==> run_1/ff_map.png <==
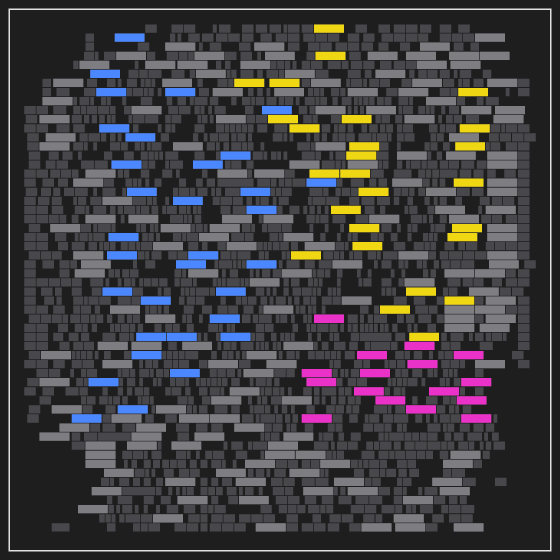
==> run_1/congestion_map.png <==
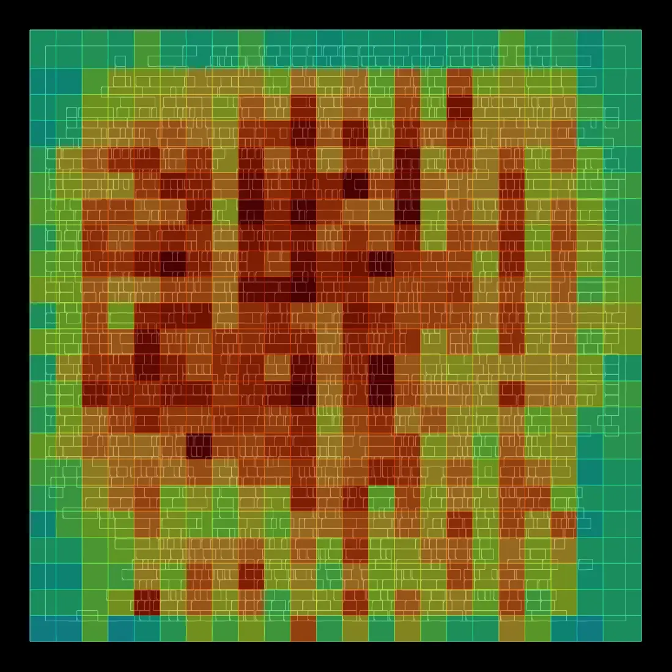
==> run_1/sizing.png <==
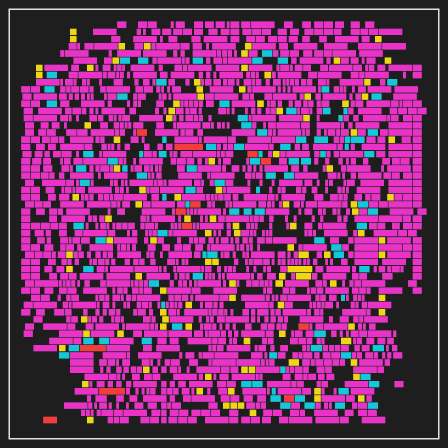
==> run_1/class_map.png <==
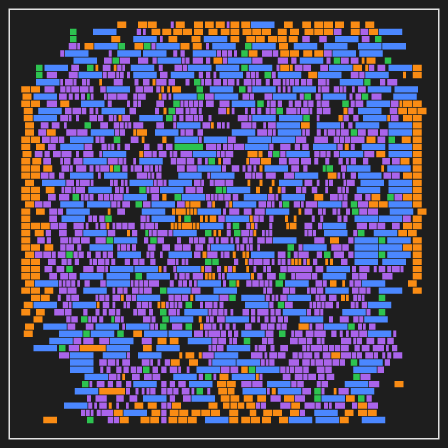
==> config.mk <==
export PLATFORM = sky130hd
export DESIGN_NAME = wb_mem_bist
export DESIGN_NICKNAME = d
export VERILOG_FILES = /design/src/rtl/wb_mem_bist.sv
export SDC_FILE = /design/constraint.sdc
export NUM_CORES = 1
export LEC_CHECK = 0
export CAP_MARGIN = 20
export CORE_MARGIN = 4
export CORE_UTILIZATION = 56
export CTS_BUF_LIST = sky130_fd_sc_hd__clkbuf_4
export DETAILED_ROUTE_END_ITERATION = 12
export GPL_TIMING_DRIVEN = 0
export PLACE_DENSITY = 0.83
export SYNTH_ARGS = -nofsm -noshare
export SYNTH_HDL_FRONTEND = slang
export SYNTH_SLANG_ARGS = --single-unit
==> constraint.sdc <==
create_clock -name sys_clk -period 4.11 [get_ports sys_clk]
set_input_delay 1.233 -clock sys_clk [delete_from_list [all_inputs] [get_ports sys_clk]]
set_output_delay 1.233 -clock sys_clk [all_outputs]
set_load 0.01 [all_outputs]
==> src/rtl/wb_mem_bist.sv <==
// Wishbone memory BIST initiator: writes an incrementing pattern over a region
// in bursts, then reads it back and counts mismatches.
module wb_mem_bist #(
    parameter int unsigned APP_AW = 26,
    parameter int unsigned DW     = 32,
    parameter int unsigned BL     = 8
) (
    input  logic              sys_clk,
    input  logic              resetn,
    input  logic              start,
    input  logic [APP_AW-1:0] base_addr,
    input  logic [15:0]       num_bursts,
    input  logic [DW-1:0]     seed,
    output logic              wb_cyc_o,
    output logic              wb_stb_o,
    output logic              wb_we_o,
    output logic [APP_AW-1:0] wb_addr_o,
    output logic [DW-1:0]     wb_dat_o,
    output logic [DW/8-1:0]   wb_sel_o,
    output logic [2:0]        wb_cti_o,
    input  logic              wb_ack_i,
    input  logic [DW-1:0]     wb_dat_i,
    output logic              busy,
    output logic              done,
    output logic              pass,
    output logic [15:0]       err_cnt,
    output logic [APP_AW-1:0] first_err_addr
);

    localparam int unsigned SW = DW / 8;
    localparam int unsigned BW = 5;
    localparam logic [BW-1:0] LAST_BEAT   = BW'(BL - 1);
    localparam logic [2:0]    CTI_CLASSIC = 3'b000;
    localparam logic [2:0]    CTI_INC     = 3'b010;
    localparam logic [2:0]    CTI_END     = 3'b111;

    typedef enum logic [2:0] {
        IDLE     = 3'd0,
        WR_BURST = 3'd1,
        WR_GAP   = 3'd2,
        RD_BURST = 3'd3,
        RD_GAP   = 3'd4,
        DONE     = 3'd5
    } state_t;

    state_t              state, state_nxt;
    logic [BW-1:0]       beat, beat_nxt;
    logic [15:0]         burst, burst_nxt;
    logic [15:0]         nb_q, nb_nxt;
    logic [APP_AW-1:0]   base_q, base_nxt;
    logic [DW-1:0]       seed_q, seed_nxt;
    logic [DW-1:0]       pat, pat_nxt;
    logic                cyc_nxt, stb_nxt, we_nxt;
    logic [APP_AW-1:0]   addr_nxt;
    logic [DW-1:0]       dat_nxt;
    logic [SW-1:0]       sel_nxt;
    logic [2:0]          cti_nxt;
    logic                busy_nxt, done_nxt, pass_nxt;
    logic [15:0]         err_nxt;
    logic [APP_AW-1:0]   fe_nxt;
    logic                last_burst_c;

    // Burst type for a given beat position; single-beat bursts are classic cycles
    function automatic logic [2:0] cti_for(input logic [BW-1:0] b);
        if (BL == 1)
            return CTI_CLASSIC;
        else if (b == LAST_BEAT)
            return CTI_END;
        else
            return CTI_INC;
    endfunction

    assign last_burst_c = (burst == nb_q - 16'd1);

    // State and all registered outputs
    always_ff @(posedge sys_clk or negedge resetn) begin
        if (!resetn) begin
            state          <= IDLE;
            beat           <= '0;
            burst          <= '0;
            nb_q           <= '0;
            base_q         <= '0;
            seed_q         <= '0;
            pat            <= '0;
            wb_cyc_o       <= 1'b0;
            wb_stb_o       <= 1'b0;
            wb_we_o        <= 1'b0;
            wb_addr_o      <= '0;
            wb_dat_o       <= '0;
            wb_sel_o       <= '0;
            wb_cti_o       <= '0;
            busy           <= 1'b0;
            done           <= 1'b0;
            pass           <= 1'b0;
            err_cnt        <= '0;
            first_err_addr <= '0;
        end else begin
            state          <= state_nxt;
            beat           <= beat_nxt;
            burst          <= burst_nxt;
            nb_q           <= nb_nxt;
            base_q         <= base_nxt;
            seed_q         <= seed_nxt;
            pat            <= pat_nxt;
            wb_cyc_o       <= cyc_nxt;
            wb_stb_o       <= stb_nxt;
            wb_we_o        <= we_nxt;
            wb_addr_o      <= addr_nxt;
            wb_dat_o       <= dat_nxt;
            wb_sel_o       <= sel_nxt;
            wb_cti_o       <= cti_nxt;
            busy           <= busy_nxt;
            done           <= done_nxt;
            pass           <= pass_nxt;
            err_cnt        <= err_nxt;
            first_err_addr <= fe_nxt;
        end
    end

    // Next-state and next-output decode
    always_comb begin
        state_nxt = state;
        beat_nxt  = beat;
        burst_nxt = burst;
        nb_nxt    = nb_q;
        base_nxt  = base_q;
        seed_nxt  = seed_q;
        pat_nxt   = pat;
        cyc_nxt   = wb_cyc_o;
        stb_nxt   = wb_stb_o;
        we_nxt    = wb_we_o;
        addr_nxt  = wb_addr_o;
        dat_nxt   = wb_dat_o;
        sel_nxt   = wb_sel_o;
        cti_nxt   = wb_cti_o;
        busy_nxt  = busy;
        done_nxt  = done;
        pass_nxt  = pass;
        err_nxt   = err_cnt;
        fe_nxt    = first_err_addr;

        case (state)
            IDLE, DONE: begin
                if (start) begin
                    nb_nxt   = num_bursts;
                    base_nxt = base_addr;
                    seed_nxt = seed;
                    err_nxt  = '0;
                    fe_nxt   = '0;
                    beat_nxt = '0;
                    burst_nxt = '0;
                    if (num_bursts == 16'd0) begin
                        state_nxt = DONE;
                        busy_nxt  = 1'b0;
                        done_nxt  = 1'b1;
                        pass_nxt  = 1'b1;
                    end else begin
                        state_nxt = WR_BURST;
                        busy_nxt  = 1'b1;
                        done_nxt  = 1'b0;
                        pass_nxt  = 1'b0;
                        cyc_nxt   = 1'b1;
                        stb_nxt   = 1'b1;
                        we_nxt    = 1'b1;
                        addr_nxt  = base_addr;
                        dat_nxt   = seed;
                        pat_nxt   = seed;
                        sel_nxt   = '1;
                        cti_nxt   = cti_for('0);
                    end
                end
            end

            WR_BURST, RD_BURST: begin
                if (wb_ack_i && wb_stb_o) begin
                    addr_nxt = wb_addr_o + APP_AW'(SW);
                    pat_nxt  = pat + DW'(1);
                    if (state == RD_BURST && wb_dat_i != pat) begin
                        if (err_cnt != 16'hFFFF)
                            err_nxt = err_cnt + 16'd1;
                        if (err_cnt == 16'd0)
                            fe_nxt = wb_addr_o;
                    end
                    if (beat == LAST_BEAT) begin
                        state_nxt = (state == WR_BURST) ? WR_GAP : RD_GAP;
                        beat_nxt  = '0;
                        cyc_nxt   = 1'b0;
                        stb_nxt   = 1'b0;
                        we_nxt    = 1'b0;
                        dat_nxt   = '0;
                        sel_nxt   = '0;
                        cti_nxt   = '0;
                    end else begin
                        beat_nxt = beat + BW'(1);
                        cti_nxt  = cti_for(beat + BW'(1));
                        dat_nxt  = (state == WR_BURST) ? pat + DW'(1) : '0;
                    end
                end
            end

            WR_GAP: begin
                cyc_nxt = 1'b1;
                stb_nxt = 1'b1;
                sel_nxt = '1;
                cti_nxt = cti_for('0);
                if (last_burst_c) begin
                    state_nxt = RD_BURST;
                    burst_nxt = '0;
                    we_nxt    = 1'b0;
                    dat_nxt   = '0;
                    addr_nxt  = base_q;
                    pat_nxt   = seed_q;
                end else begin
                    state_nxt = WR_BURST;
                    burst_nxt = burst + 16'd1;
                    we_nxt    = 1'b1;
                    dat_nxt   = pat;
                end
            end

            RD_GAP: begin
                if (last_burst_c) begin
                    state_nxt = DONE;
                    busy_nxt  = 1'b0;
                    done_nxt  = 1'b1;
                    pass_nxt  = (err_cnt == 16'd0);
                end else begin
                    state_nxt = RD_BURST;
                    burst_nxt = burst + 16'd1;
                    cyc_nxt   = 1'b1;
                    stb_nxt   = 1'b1;
                    sel_nxt   = '1;
                    cti_nxt   = cti_for('0);
                end
            end

            default: state_nxt = IDLE;
        endcase
    end

endmodule
==> results.tsv, run 1 <==
metric	value	unit
outcome	complete, no violations	
clock buffer count from CTS	61	
VDD IR max	0.0003921	V
flop count	237	
top post-synthesis cells by count	237 x dfrtp_1, 114 x nand2_1, 106 x nor2_1, 92 x a21oi_1, 83 x clkbuf_1	
Core Box Area	23400	um^2
clk tree area frac	4.545	%
largest net degree at the start of global routing	82	
reg2reg start	nb_q[2]	
Pwr top	combinational cells	
die height	162.0	um
commonest non-fill, non-tap cells in the layout	237 x dfrtp_1, 220 x clkdlybuf4s50_1, 114 x nand2_1	
Die ar.	26230	um^2
final setup vio count	0	
P per Cell Area	715.5	nW/um^2
clk_lat worst skew	760	ps
Place WS	-293.8	ps
HP Class	in2async	
synth unique cells	80	
top layer in use	met4	
Remaining DRCs	0	
Psw	5.051	mW
CP Data Required Time	4760	ps
clock share of power	17.3	%
Yosys top cell by area	dfrtp_1	
floorplan utilization	56.73	%
PnR Total Power	11.96	mW
Syn-to-layout area delta	25.86	%
detailed-route via count	13400	
Comb area	6664	um^2
H-tree levels	2	
met3 WL post-DR	6105	um
inverter count	33	
PortBufs	221	
number of logic gates	1008	
Max-slew headroom	32.23	%
Final #Nets	1801	
# IOs	223	
Clock transition at path regs	70	ps
Comb power	5.66	mW
design area	16710	um^2
Hold Fails Final Rpt	0	
routed wire length	47200	um
vias in the first global route	13260	
maxcap violations	0	
worst r2r dst	burst[0]	
fillcell total	1827	
post-synth top area share	44.67	%
Std-Cell Rows	56	
Wirelength per Cell	23.13	um
clock tree sinks	237	
adder-cell share of the synthesized area	0.7540	%
flops out of synthesis	237	
crit path from	num_bursts[15]	
met3 Use GR	8.703	%
Area-dominant class	logic gates	
Dominant comb cell	AND-OR/OR-AND gates	
fraction of layout cells with a size suffix above 1	12.67	%
Internal	6.904	mW
met2 routed WL	20810	um
RePlAce Congestion	0.9678	
RSZ-0062 raised after global routing	false	
Warnings, synthesis	0	
synthesis area per yosys	13280	um^2
Comb area share	39.88	%
startpoint types	input pin	
Die X-Extent	162.0	um
Resize count post-CTS	0	
ys flop type	dfrtp_1	
first-pass GRT wire length	72800	um
NonClk Buf Share	16.93	%
Cell Area, Synth	13280	um^2
met1 WL	17590	um
post-route ant nets	0	
Syn Area/Cell	9.503	um^2
grt ovf	0	
crit-path max FO	10	
top cells by area	dfrtp_1 45%, mux2_2 6.0%, a21oi_1 3.5%	
switching part of the total	42.25	%
Fmax	0.2595	GHz
Setup CP Type	in2reg	
Root Driver	clkbuf_4	
hpwl dp	33080	um
MUX share of area	6.334	%
Post-Syn Nets	1515	
num tapcells	319	
Clk. pwr	2.07	mW
About ff_map.png:
| color | name in the netlist | sequential cells |
|---|---|---|
| magenta | burst | 16 |
| yellow | base_q | 26 |
| blue | pat | 32 |
not colored: 163
final core occ: 71.40%
Power Sequential: 4.22 mW
fraction of area in registers: 35.50%

About congestion_map.png:
gr busiest metal: met2
Tot GR Track Use: 35.18%
M2 GR Usage: 53.14%

About sizing.png:
| color | size | cells | share |
|---|---|---|---|
| cyan | x2 | 98 | 5.7% |
| red | x6 and larger | 12 | 0.70% |
| magenta | x1 and smaller | 1503 | 87% |
| yellow | x3 and x4 | 108 | 6.3% |
worst setup margin: 256.7 ps
Non-clk bufs: 342

About class_map.png:
| color | class | cells | share of their area |
|---|---|---|---|
| green | clock drivers and dummy loads | 101 | 4.7% |
| blue | registers | 237 | 36% |
| orange | remaining buffers and delay cells | 342 | 17% |
| purple | remaining logic cells | 1041 | 42% |

run 1: sequential cells by signal, summed over array words and instances (netlist names), 26 cells and up:
| name | flops |
|---|---|
| wb_dat_o | 32 |
| wb_addr_o | 26 |
| seed_q | 32 |
| base_q | 26 |
| first_err_addr | 26 |
| pat | 32 |
run 1: stage by stage:
stage               util, %  hold WS (ps)  cells
floorplan                 -         475.3   1397
global placement      67.88         477.9   1937
detailed placement    68.14         488.7   1939
CTS                   71.39         459.9   2040
global route          71.40         482.3   2041
finish                71.40         425.2   2041
run 1: worst max-delay path, stage by stage:
cell and delay, ps:
clkdlybuf4s50_1 540, nor4_1 90, nand4_1 350, a21oi_1 170
or3_1 320, o21ai_0 230, clkbuf_1 490, clkbuf_1 640
o21ai_0 210, a41oi_1 230
==> run_1/util_map.png <==
16 x 16 tiles, from black (low) to pale yellow (high), 0 to 100% covered.
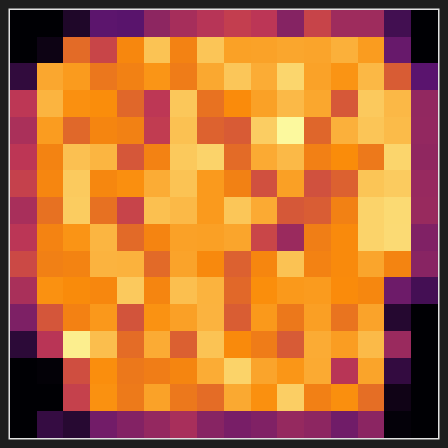

==> run 1 -> run 2 <==
- CORE_UTILIZATION: 56 -> 64
- DONT_BUFFER_PORTS: default -> 1
- PLACE_DENSITY: 0.83 -> 0.8
==> run_2/util_map.png <==
15 x 15 tiles, from black (low) to pale yellow (high), 0 to 100% covered.
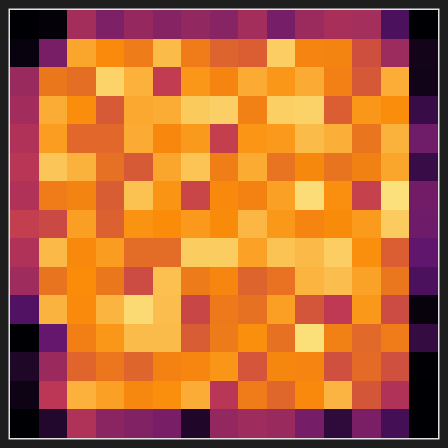
densest ninth of the die: center
fullest tile: 93%
tiles over 75% full: 34%
mean over tiles: 61%
Core Box Area: 20300 um^2
final core occ: 71.23%
floorplan utilization: 65.40%

==> run 2 against run 1 <==
  * Combinational power shrank 23%
  * Via count shrank 6.2%
  * First-iteration DRC count shrank 3.5%
  * Fmax grew 7.3%
  * Setup slack gained 260 ps
  * Non-clock buffer count shrank 223
  * Largest power group is now sequential cells
==> results.tsv, run 2 <==
metric	value	unit
Hold Fails Final Rpt	0	
worst setup margin	520.2	ps
Setup CP Type	reg2reg	
adder-cell share of the synthesized area	0.7540	%
clock buffer count from CTS	66	
clock tree sinks	237	
Warnings, synthesis	0	
detailed-route via count	12560	
MUX share of area	6.334	%
RePlAce Congestion	0.9642	
most used cell, CP	and3_1	
post-route ant nets	0	
gr busiest metal	met2	
PortBufs	0	
Crit-path slowest cell	nor3_1	
top post-synthesis cells by count	237 x dfrtp_1, 114 x nand2_1, 106 x nor2_1, 92 x a21oi_1, 83 x clkbuf_1	
Max-slew headroom	24.04	%
Std-Cell Rows	52	
Cell Area, Synth	13280	um^2
Place WS	11.12	ps
met3 WL post-DR	6091	um
inverter count	33	
maxcap violations	0	
P per Cell Area	768.3	nW/um^2
placed cell count	1667	
clk tree area frac	5.815	%
CP Data Required Time	4730	ps
clk_lat worst skew	700	ps
Resize count post-CTS	0	
Worst Max-Slew Pin Slew	1131	ps
grt ovf	0	
Final Non-Filler Cells	1776	
Comb area share	46.09	%
vias in the first global route	12280	
met1 WL	16190	um
Wirelength per Cell	25.00	um
Die X-Extent	152.0	um
Crit path largest cell delay	940	ps
VDD IR max	0.0003844	V
commonest non-fill, non-tap cells in the layout	237 x dfrtp_1, 114 x nand2_1, 106 x nor2_1	
met3 Use GR	13.51	%
top cells by area	dfrtp_1 45%, mux2_2 6.0%, a21oi_1 3.5%	
hpwl dp	30630	um
HP Class	in2async	
number of logic gates	1008	
final setup vio count	0	
met2 routed WL	19270	um
Tot GR Track Use	37.27	%
largest registers	pat: 32 flops, seed_q: 32 flops, wb_dat_o: 32 flops	
Root Driver	clkbuf_4	
flop count	237	
synthesis area per yosys	13280	um^2
CP Buf/Inv Count	0	
Syn-to-layout area delta	8.916	%
synth unique cells	80	
H-tree levels	3	
top layer in use	met4	
Worst path top cell family by delay	simple AND/OR/NAND/NOR gates	
design area	14460	um^2
Post-Syn Nets	1515	
Dominant comb cell	AND-OR/OR-AND gates	
NonClk Buf Share	3.851	%
# IOs	223	
RSZ-0062 raised after global routing	false	
num tapcells	270	
Remaining DRCs	0	
CP Cell Sequence	ha_1 -> and4_1 -> nand3_1 -> nor3_1 -> and3_1 -> and3_1 -> nor3b_1 -> a221oi_1 -> o2bb2ai_1	
flops out of synthesis	237	
outcome	complete, no violations	
fraction of layout cells with a size suffix above 1	14.69	%
Non-clk bufs	119	
die height	152.0	um
Fmax	0.2786	GHz
Syn Area/Cell	9.503	um^2
PnR Total Power	11.11	mW
Comb area	6664	um^2
post-synth top area share	44.67	%
Area-dominant class	logic gates	
M2 GR Usage	55.06	%
-- run 2: netlist changes by cell type in the layout (fill, tap and decap cells not counted) --
cell             change
buf_16               -2
buf_8                -1
bufinv_16            +2
clkbuf_4             +4
clkdlybuf4s50_1    -220
clkinv_4             -1
clkinvlp_4           -1
diode_2              +1
inv_2                +2
-- run 2: final timing paths --
kind	from	end	depth (start not counted)
hold / removal	resetn	nb_q[11]	0
setup reg to reg	pat[0]	pat[22]	9
max in group asynchronous	resetn	pat[27]	0
min in group sys_clk	base_q[0]	base_q[0]	1
hold reg to reg	base_q[0]	base_q[0]	1
setup / recovery	pat[0]	pat[22]	9
-- run 2: where the power goes --
group	internal (mW)	switching, mW
registers	3.30	1.19
logic	1.74	2.62
clock network	1.25	1.02
total	6.28	4.82
Power figures rest on the tool's default switching activity, not on a simulated workload.
